$ cat src/rtl/arb_pkg.sv
// Shared types and default sizing for the round-robin arbiter slice.
package arb_pkg;

  localparam int ARB_N        = 8;
  localparam int ARB_CODE_W   = $clog2(ARB_N);
  localparam int ARB_MAX_HOLD = 16;

  typedef enum logic {
    IDLE,
    GRANT
  } arb_state_t;

endpackage

$ cat src/rtl/rr_prio_pick.sv
// Rotating-priority picker: ptr is the highest-priority index, then ptr-1
// downwards with wrap-around. The request vector is rotated so that req[ptr]
// lands on the top bit, then a plain highest-bit-wins encoder picks the winner.
module rr_prio_pick
  import arb_pkg::*;
#(
  parameter int N      = ARB_N,
  parameter int CODE_W = $clog2(N)
) (
  input  logic [N-1:0]      req,
  input  logic [CODE_W-1:0] ptr,
  output logic              found,
  output logic [CODE_W-1:0] idx
);

  logic [N-1:0] rotated;
  int           top_pos;
  int           wrapped;

  // Bit b of the rotated vector holds req[(b + ptr + 1) mod N], so req[ptr]
  // sits at bit N-1 and req[ptr+1] (the lowest priority) sits at bit 0.
  function automatic logic [N-1:0] rotate_req(input logic [N-1:0] r,
                                               input logic [CODE_W-1:0] p);
    logic [N-1:0] rot;
    int           src;
    rot = '0;
    for (int b = 0; b < N; b++) begin
      src = b + int'(p) + 1;
      if (src >= N) src = src - N;
      rot[b] = r[CODE_W'(src)];
    end
    return rot;
  endfunction

  // Find the highest set bit of the rotated vector and map it back to a
  // requester index by undoing the rotation.
  always_comb begin
    rotated = rotate_req(req, ptr);
    found   = |rotated;
    top_pos = 0;
    for (int b = 0; b < N; b++) begin
      if (rotated[b]) top_pos = b;
    end
    wrapped = top_pos + int'(ptr) + 1;
    if (wrapped >= N) wrapped = wrapped - N;
    idx = CODE_W'(wrapped);
  end

endmodule

$ cat src/rtl/rr_arbiter.sv
// Round-robin arbiter: picks one requester by rotating priority, holds the
// grant until the owner drops its request or the hold limit forces a release,
// then spends one idle cycle before the next arbitration.
module rr_arbiter
  import arb_pkg::*;
#(
  parameter int N        = ARB_N,
  parameter int CODE_W   = $clog2(N),
  parameter int MAX_HOLD = ARB_MAX_HOLD
) (
  input  logic              clk,
  input  logic              rst,
  input  logic              en,
  input  logic [N-1:0]      req,
  output logic [N-1:0]      gnt,
  output logic [CODE_W-1:0] gnt_code,
  output logic              gnt_valid,
  output logic              timeout
);

  localparam int                HOLD_W    = (MAX_HOLD > 1) ? $clog2(MAX_HOLD) : 1;
  localparam logic [HOLD_W-1:0] HOLD_LAST = HOLD_W'((MAX_HOLD > 0) ? MAX_HOLD - 1 : 0);
  localparam logic [CODE_W-1:0] PTR_INIT  = CODE_W'(N - 1);

  arb_state_t        state_q, state_d;
  logic [CODE_W-1:0] ptr_q, ptr_d;
  logic [HOLD_W-1:0] hold_cnt_q, hold_cnt_d;
  logic [N-1:0]      gnt_q, gnt_d;
  logic [CODE_W-1:0] gnt_code_q, gnt_code_d;
  logic              gnt_valid_q, gnt_valid_d;
  logic              timeout_q, timeout_d;

  logic              pick_found;
  logic [CODE_W-1:0] pick_idx;
  logic              owner_req;
  logic              limit_hit;

  rr_prio_pick #(
    .N      (N),
    .CODE_W (CODE_W)
  ) u_pick (
    .req   (req),
    .ptr   (ptr_q),
    .found (pick_found),
    .idx   (pick_idx)
  );

  // Next-state logic: issue a grant from IDLE, or count/release while granted.
  always_comb begin
    state_d     = state_q;
    ptr_d       = ptr_q;
    hold_cnt_d  = hold_cnt_q;
    gnt_d       = gnt_q;
    gnt_code_d  = gnt_code_q;
    gnt_valid_d = gnt_valid_q;
    timeout_d   = 1'b0;
    owner_req   = req[gnt_code_q];
    limit_hit   = (MAX_HOLD != 0) && (hold_cnt_q == HOLD_LAST);

    case (state_q)
      IDLE: begin
        if (en && pick_found) begin
          state_d     = GRANT;
          gnt_d       = N'(1) << pick_idx;
          gnt_code_d  = pick_idx;
          gnt_valid_d = 1'b1;
          hold_cnt_d  = '0;
        end
      end
      GRANT: begin
        if (!owner_req || limit_hit) begin
          // A voluntary drop on the limit cycle is a normal release, so the
          // timeout flag only fires when the owner still wanted the resource.
          state_d     = IDLE;
          gnt_d       = '0;
          gnt_code_d  = '0;
          gnt_valid_d = 1'b0;
          hold_cnt_d  = '0;
          timeout_d   = owner_req;
          ptr_d       = (gnt_code_q == '0) ? PTR_INIT : gnt_code_q - CODE_W'(1);
        end else if (hold_cnt_q != HOLD_LAST) begin
          hold_cnt_d = hold_cnt_q + HOLD_W'(1);
        end
      end
      default: begin
        state_d = IDLE;
      end
    endcase
  end

  // State, pointer, counter and registered outputs; reset clears all at once.
  always_ff @(posedge clk or posedge rst) begin
    if (rst) begin
      state_q     <= IDLE;
      ptr_q       <= PTR_INIT;
      hold_cnt_q  <= '0;
      gnt_q       <= '0;
      gnt_code_q  <= '0;
      gnt_valid_q <= 1'b0;
      timeout_q   <= 1'b0;
    end else begin
      state_q     <= state_d;
      ptr_q       <= ptr_d;
      hold_cnt_q  <= hold_cnt_d;
      gnt_q       <= gnt_d;
      gnt_code_q  <= gnt_code_d;
      gnt_valid_q <= gnt_valid_d;
      timeout_q   <= timeout_d;
    end
  end

  assign gnt       = gnt_q;
  assign gnt_code  = gnt_code_q;
  assign gnt_valid = gnt_valid_q;
  assign timeout   = timeout_q;

endmodule

$ cat config.mk
export PLATFORM = sky130hd
export DESIGN_NAME = rr_arbiter
export DESIGN_NICKNAME = d
export VERILOG_FILES = /design/src/rtl/arb_pkg.sv /design/src/rtl/rr_prio_pick.sv /design/src/rtl/rr_arbiter.sv
export SDC_FILE = /design/constraint.sdc
export NUM_CORES = 1
export LEC_CHECK = 0
export CAP_MARGIN = 30
export CORE_MARGIN = 2
export CORE_UTILIZATION = 55
export DETAILED_ROUTE_END_ITERATION = 12
export PLACE_DENSITY_LB_ADDON = 0.3
export REMOVE_ABC_BUFFERS = 1
export SYNTH_ARGS = -nofsm -noshare
export SYNTH_HDL_FRONTEND = slang
export SYNTH_HIERARCHICAL = 1
export SYNTH_SLANG_ARGS = --single-unit
$ cat constraint.sdc
create_clock -name clk -period 4.2 [get_ports clk]
set_input_delay 0.42 -clock clk [delete_from_list [all_inputs] [get_ports clk]]
set_output_delay 0.42 -clock clk [all_outputs]
set_load 0.02 [all_outputs]
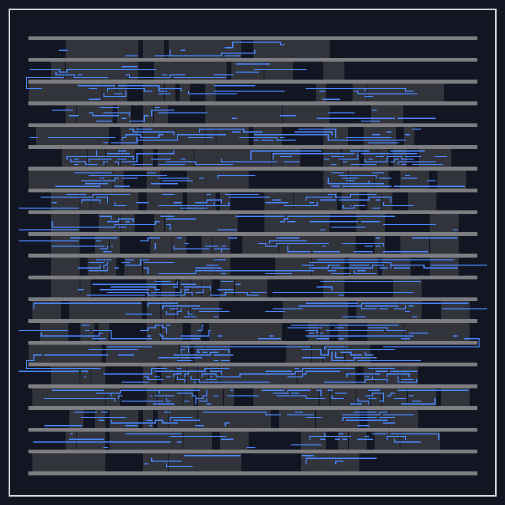
(images/layer_met1.png)
Scale: 8 px per um. Supply wires on this layer in gray. Cells faint in the background.
The layer holds 42% of the routed length. The layer carries 1,710 um of wire. The wires run mostly horizontal.

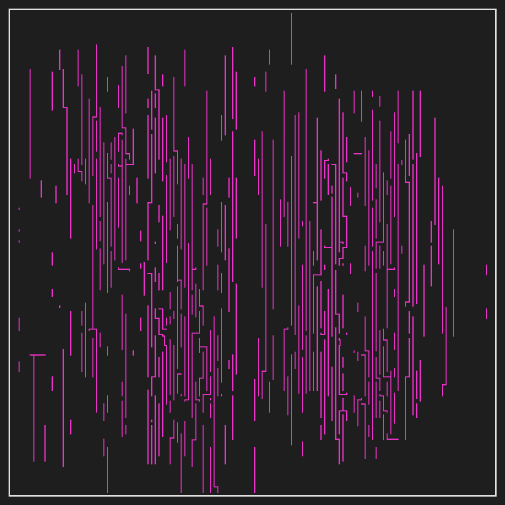
(images/layer_met2.png)
Scale: 8 px per um.
The wires run mostly vertical. The longest straight run is 32.6 um.

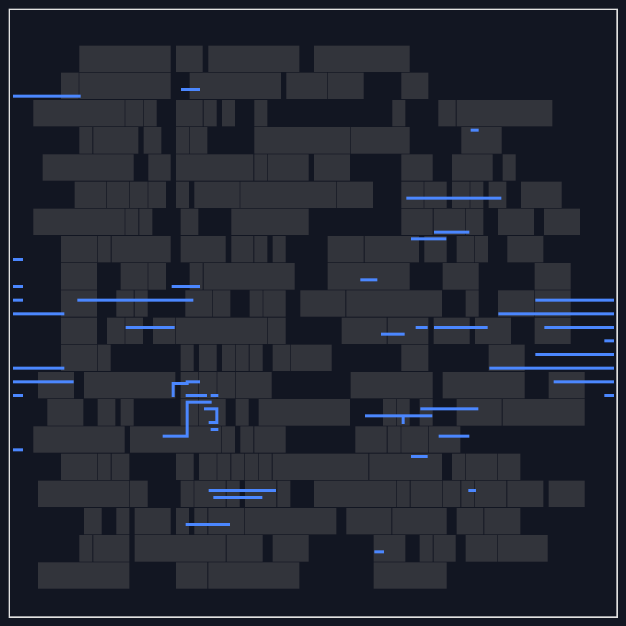
(images/layer_met3.png)
Scale: 10 px per um. Cells faint in the background.
The layer carries 173 um of wire. The wires run mostly horizontal.

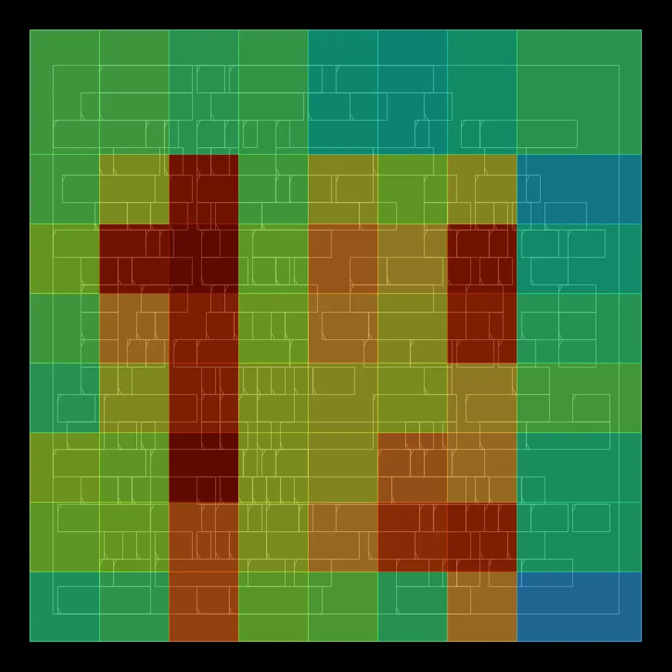
(images/congestion.png)
Most Used Layer, Global Route: met2
routing usage on met2: 0.430
post-detailed-route wirelength per cell: 16.8 um
global router's overall resource usage: 0.246

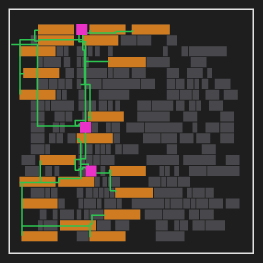
(images/clk_routes.png)
Scale: 4 px per um.
flip-flops: in orange, count 21. clock drivers: in magenta, count 3. clock wires: in green, length 256 um.
There are 4 routed clock nets.
Post-Route Skew: 0.00393 ns
clk ins delay skew pair: 0.31 ns
clock network power: 0.0000983 W

==> summary.txt <==
The implementation run finished. The run finished with clean final reports. After synthesis, the share of flip-flops with an asynchronous set or reset is 1.00. The number of maximum-capacitance violations recorded for the run is 0. The most common cell in the synthesized netlist is sky130_fd_sc_hd__nand2_1. Met3 track utilization from global routing landed at 0.0192.

The number of global-route vias before repair was 1,489. In this run the mean area of a mapped cell was 9.97 um^2. Placement row count landed at 20. In the CTS report, the clock slew at the register clock pins of the worst setup and hold paths is listed as 0.11 ns. Per-cell via count in the routed design landed at 6.03. The kind of cell with the highest combined delay along the critical path is adder cells. Total power density per cell area landed at 795 nW/um^2.

Number of top-level design ports landed at 24. Overall die width landed at 60.6 um. Final routed DRC violation total landed at 0. Synthesized-area fraction occupied by and/or/nand/nor cells landed at 0.160. Number of enable-type register cells in the synthesized netlist landed at 0. HPWL after detailed placement landed at 3.12 mm. Area of combinational cells with multiple inputs landed at 1100 um^2. In the post-synthesis netlist, the biggest area contributors are sky130_fd_sc_hd__dfrtp_1 26%, sky130_fd_sc_hd__mux4_2 6.4%, sky130_fd_sc_hd__mux2i_1 5.7%.

Clock tree synthesis selected as its root buffer the cell sky130_fd_sc_hd__clkbuf_4. VDD sags by at most 0.422 mV. The cell count after synthesis came out at 177. Power after layout landed at 0.00162 W. In this run the standard cell core region covers 3050 um^2. The first routing iteration left 109 violations. Setup repair after global routing left no endpoint under its margin.

The final layout reports a setup TNS of 0 ns. Per the cell usage report, the commonest logic cell in the layout is sky130_fd_sc_hd__clkdlybuf4s50_1. For this design the static power due to leakage is 0.857 nW. Net count reported at finish landed at 220. TritonCTS sink count landed at 21. Detailed placement reports a standard cell area of 2010 um^2. The finished cells cover 2040 um^2. Area fraction in compound gates landed at 0.191. By count the netlist is led by 22 x sky130_fd_sc_hd__nand2_1, 21 x sky130_fd_sc_hd__inv_1, 18 x sky130_fd_sc_hd__dfrtp_1, 10 x sky130_fd_sc_hd__mux2i_1, 10 x sky130_fd_sc_hd__nand3_1. In the Yosys report the total cell count is 177. The portion of synthesized area spent on multiplexers is 0.182. On the critical path, the stage with the largest delay is an instance of sky130_fd_sc_hd__dfstp_2.

Number of resized instances in the post-cts repair step landed at 0. STA classifies the critical path startpoint as a flop. Per the TritonCTS log, the buffer count is 3.

Final-report hold violation count landed at 0. Xor-xnor portion of the synthesized cell area landed at 0.0291. The synthesis stat section lists a flop and latch total of 21. In this run the worst hold path is classified as flop to flop.

In the setup report, the worst path falls into the class flop to flop. Entering global routing, the biggest net connects 22 pins. The global route stage reports its total congestion overflow as 0. The area fraction of the largest cell type after synthesis is 0.255.

Buffers inserted to repair hold after CTS numbered 0. Number of setup buffers added after CTS landed at 0. STA classifies the critical path endpoint as a flop.

Per the CTS log, the buffer count on the longest clock path is 2. Along the worst path, the maximum fanout reaches 8. Buffer and inverter count on the worst path landed at 1. The most used flip-flop cell after synthesis is sky130_fd_sc_hd__dfrtp_1. Filler cell count landed at 260.

Leaving out fill and tap cells, the most frequent cells in the layout are 23 x sky130_fd_sc_hd__clkdlybuf4s50_1, 22 x sky130_fd_sc_hd__nand2_1, 21 x sky130_fd_sc_hd__inv_1. The cell sequence reported for the critical path is inv_1 > ha_1 > mux2_2 > mux2_2 > o221ai_4 > nand2_1 > o21ai_0 > a22oi_1 > ha_1 > fa_1 > xnor2_1 > nor3_1 > nand3_1 > o21ai_1. Post-route clock period utilization landed at 0.945.

Total of buffers placed on input and output ports landed at 23. In this run, the synthesized area fraction spent on adder and majority cells is recorded as 0.0610. Netlist area before placement landed at 1760 um^2. Time the final worst path needs with I/O delays and setup landed at 3.97 ns.

Register share after synthesis landed at 0.300. Overall routed net length landed at 4.10 mm. The timing report gives the biggest stage delay along the critical path as 0.65 ns. For this run, the top clock speed supported by timing is 252 MHz.

In the Yosys stats the netlist draws on 47 distinct library cells. The area growth from synthesis to layout is 15.4%. The final antenna diode tally reported by the flow is 0.

Count of TritonRoute iterations in the first routing pass landed at 5. After its last routability iteration, the placer logged a weighted congestion of 0.879. At the placement stage, the worst setup path has a slack of 0.254 ns.

Setup slack on the critical path of the routed design comes to 0.232 ns. In the final layout, the share of cells above drive strength 1 is 0.155.
-- metrics by stage --
step                      cells  hold slack (ns)
after global placement      240            0.496
after CTS                   244            0.541
final                       244            0.535
after detailed placement    240            0.520
after floorplan             171            0.394
after global routing        244            0.562
-- path summary, 6_finish.rpt --
kind	slack, ns	to	from	depth (start not counted)
min reg2reg	0.53	gnt[0]	gnt[0]	2
min	0.53	gnt[0]	gnt[0]	2
min in group asynchronous	0.54	gnt[3]	rst	2
max reg2reg	0.23	gnt[0]	ptr_q[1]	14
max	0.23	gnt[0]	ptr_q[1]	14
max in group asynchronous	3.16	state_q	rst	2
-- registers in the layout (all words and copies together) (netlist names) --
register and flops:
ptr_q 3, hold_cnt_q 4, gnt 8, gnt_code 3
gnt_valid 1, timeout 1, state_q 1
-- final cells by class --
cell class	instances	area share
multi-input combinational	129	0.541
sequential	21	0.260
timing repair buffer	25	0.120
inverter	21	0.0387
tap	44	0.0270
clock buffer	4	0.0129
-- where the power goes --
group	total (W)	internal, W	switching (W)
logic	0.00115	0.000496	0.000654
registers	0.000370	0.000280	0.0000904
clock network	0.0000983	0.0000372	0.0000611
total	0.00162	0.000814	0.000806
-- routing by layer --
metal  vias to the layer above  share of wire
met5                         -              0
met4                         0          0.027
met3                        11          0.042
met2                        62           0.51
met1                       714           0.42
li1                        685              -
-- worst register-to-register path, delay by kind of cell, from the launching register on --
| kind | cells | cell delay, ns |
|---|---|---|
| flip-flops | 1 | 0.65 |
| AND-OR/OR-AND | 4 | 0.57 |
| buffers and inverters | 1 | 0.11 |
| AND/OR/NAND/NOR | 3 | 0.59 |
| multiplexers | 2 | 0.70 |
| XOR/XNOR | 1 | 0.17 |
| adder cells (fa/ha/maj) | 3 | 1.11 |
Power figures rest on the tool's default switching activity, not on a simulated workload.
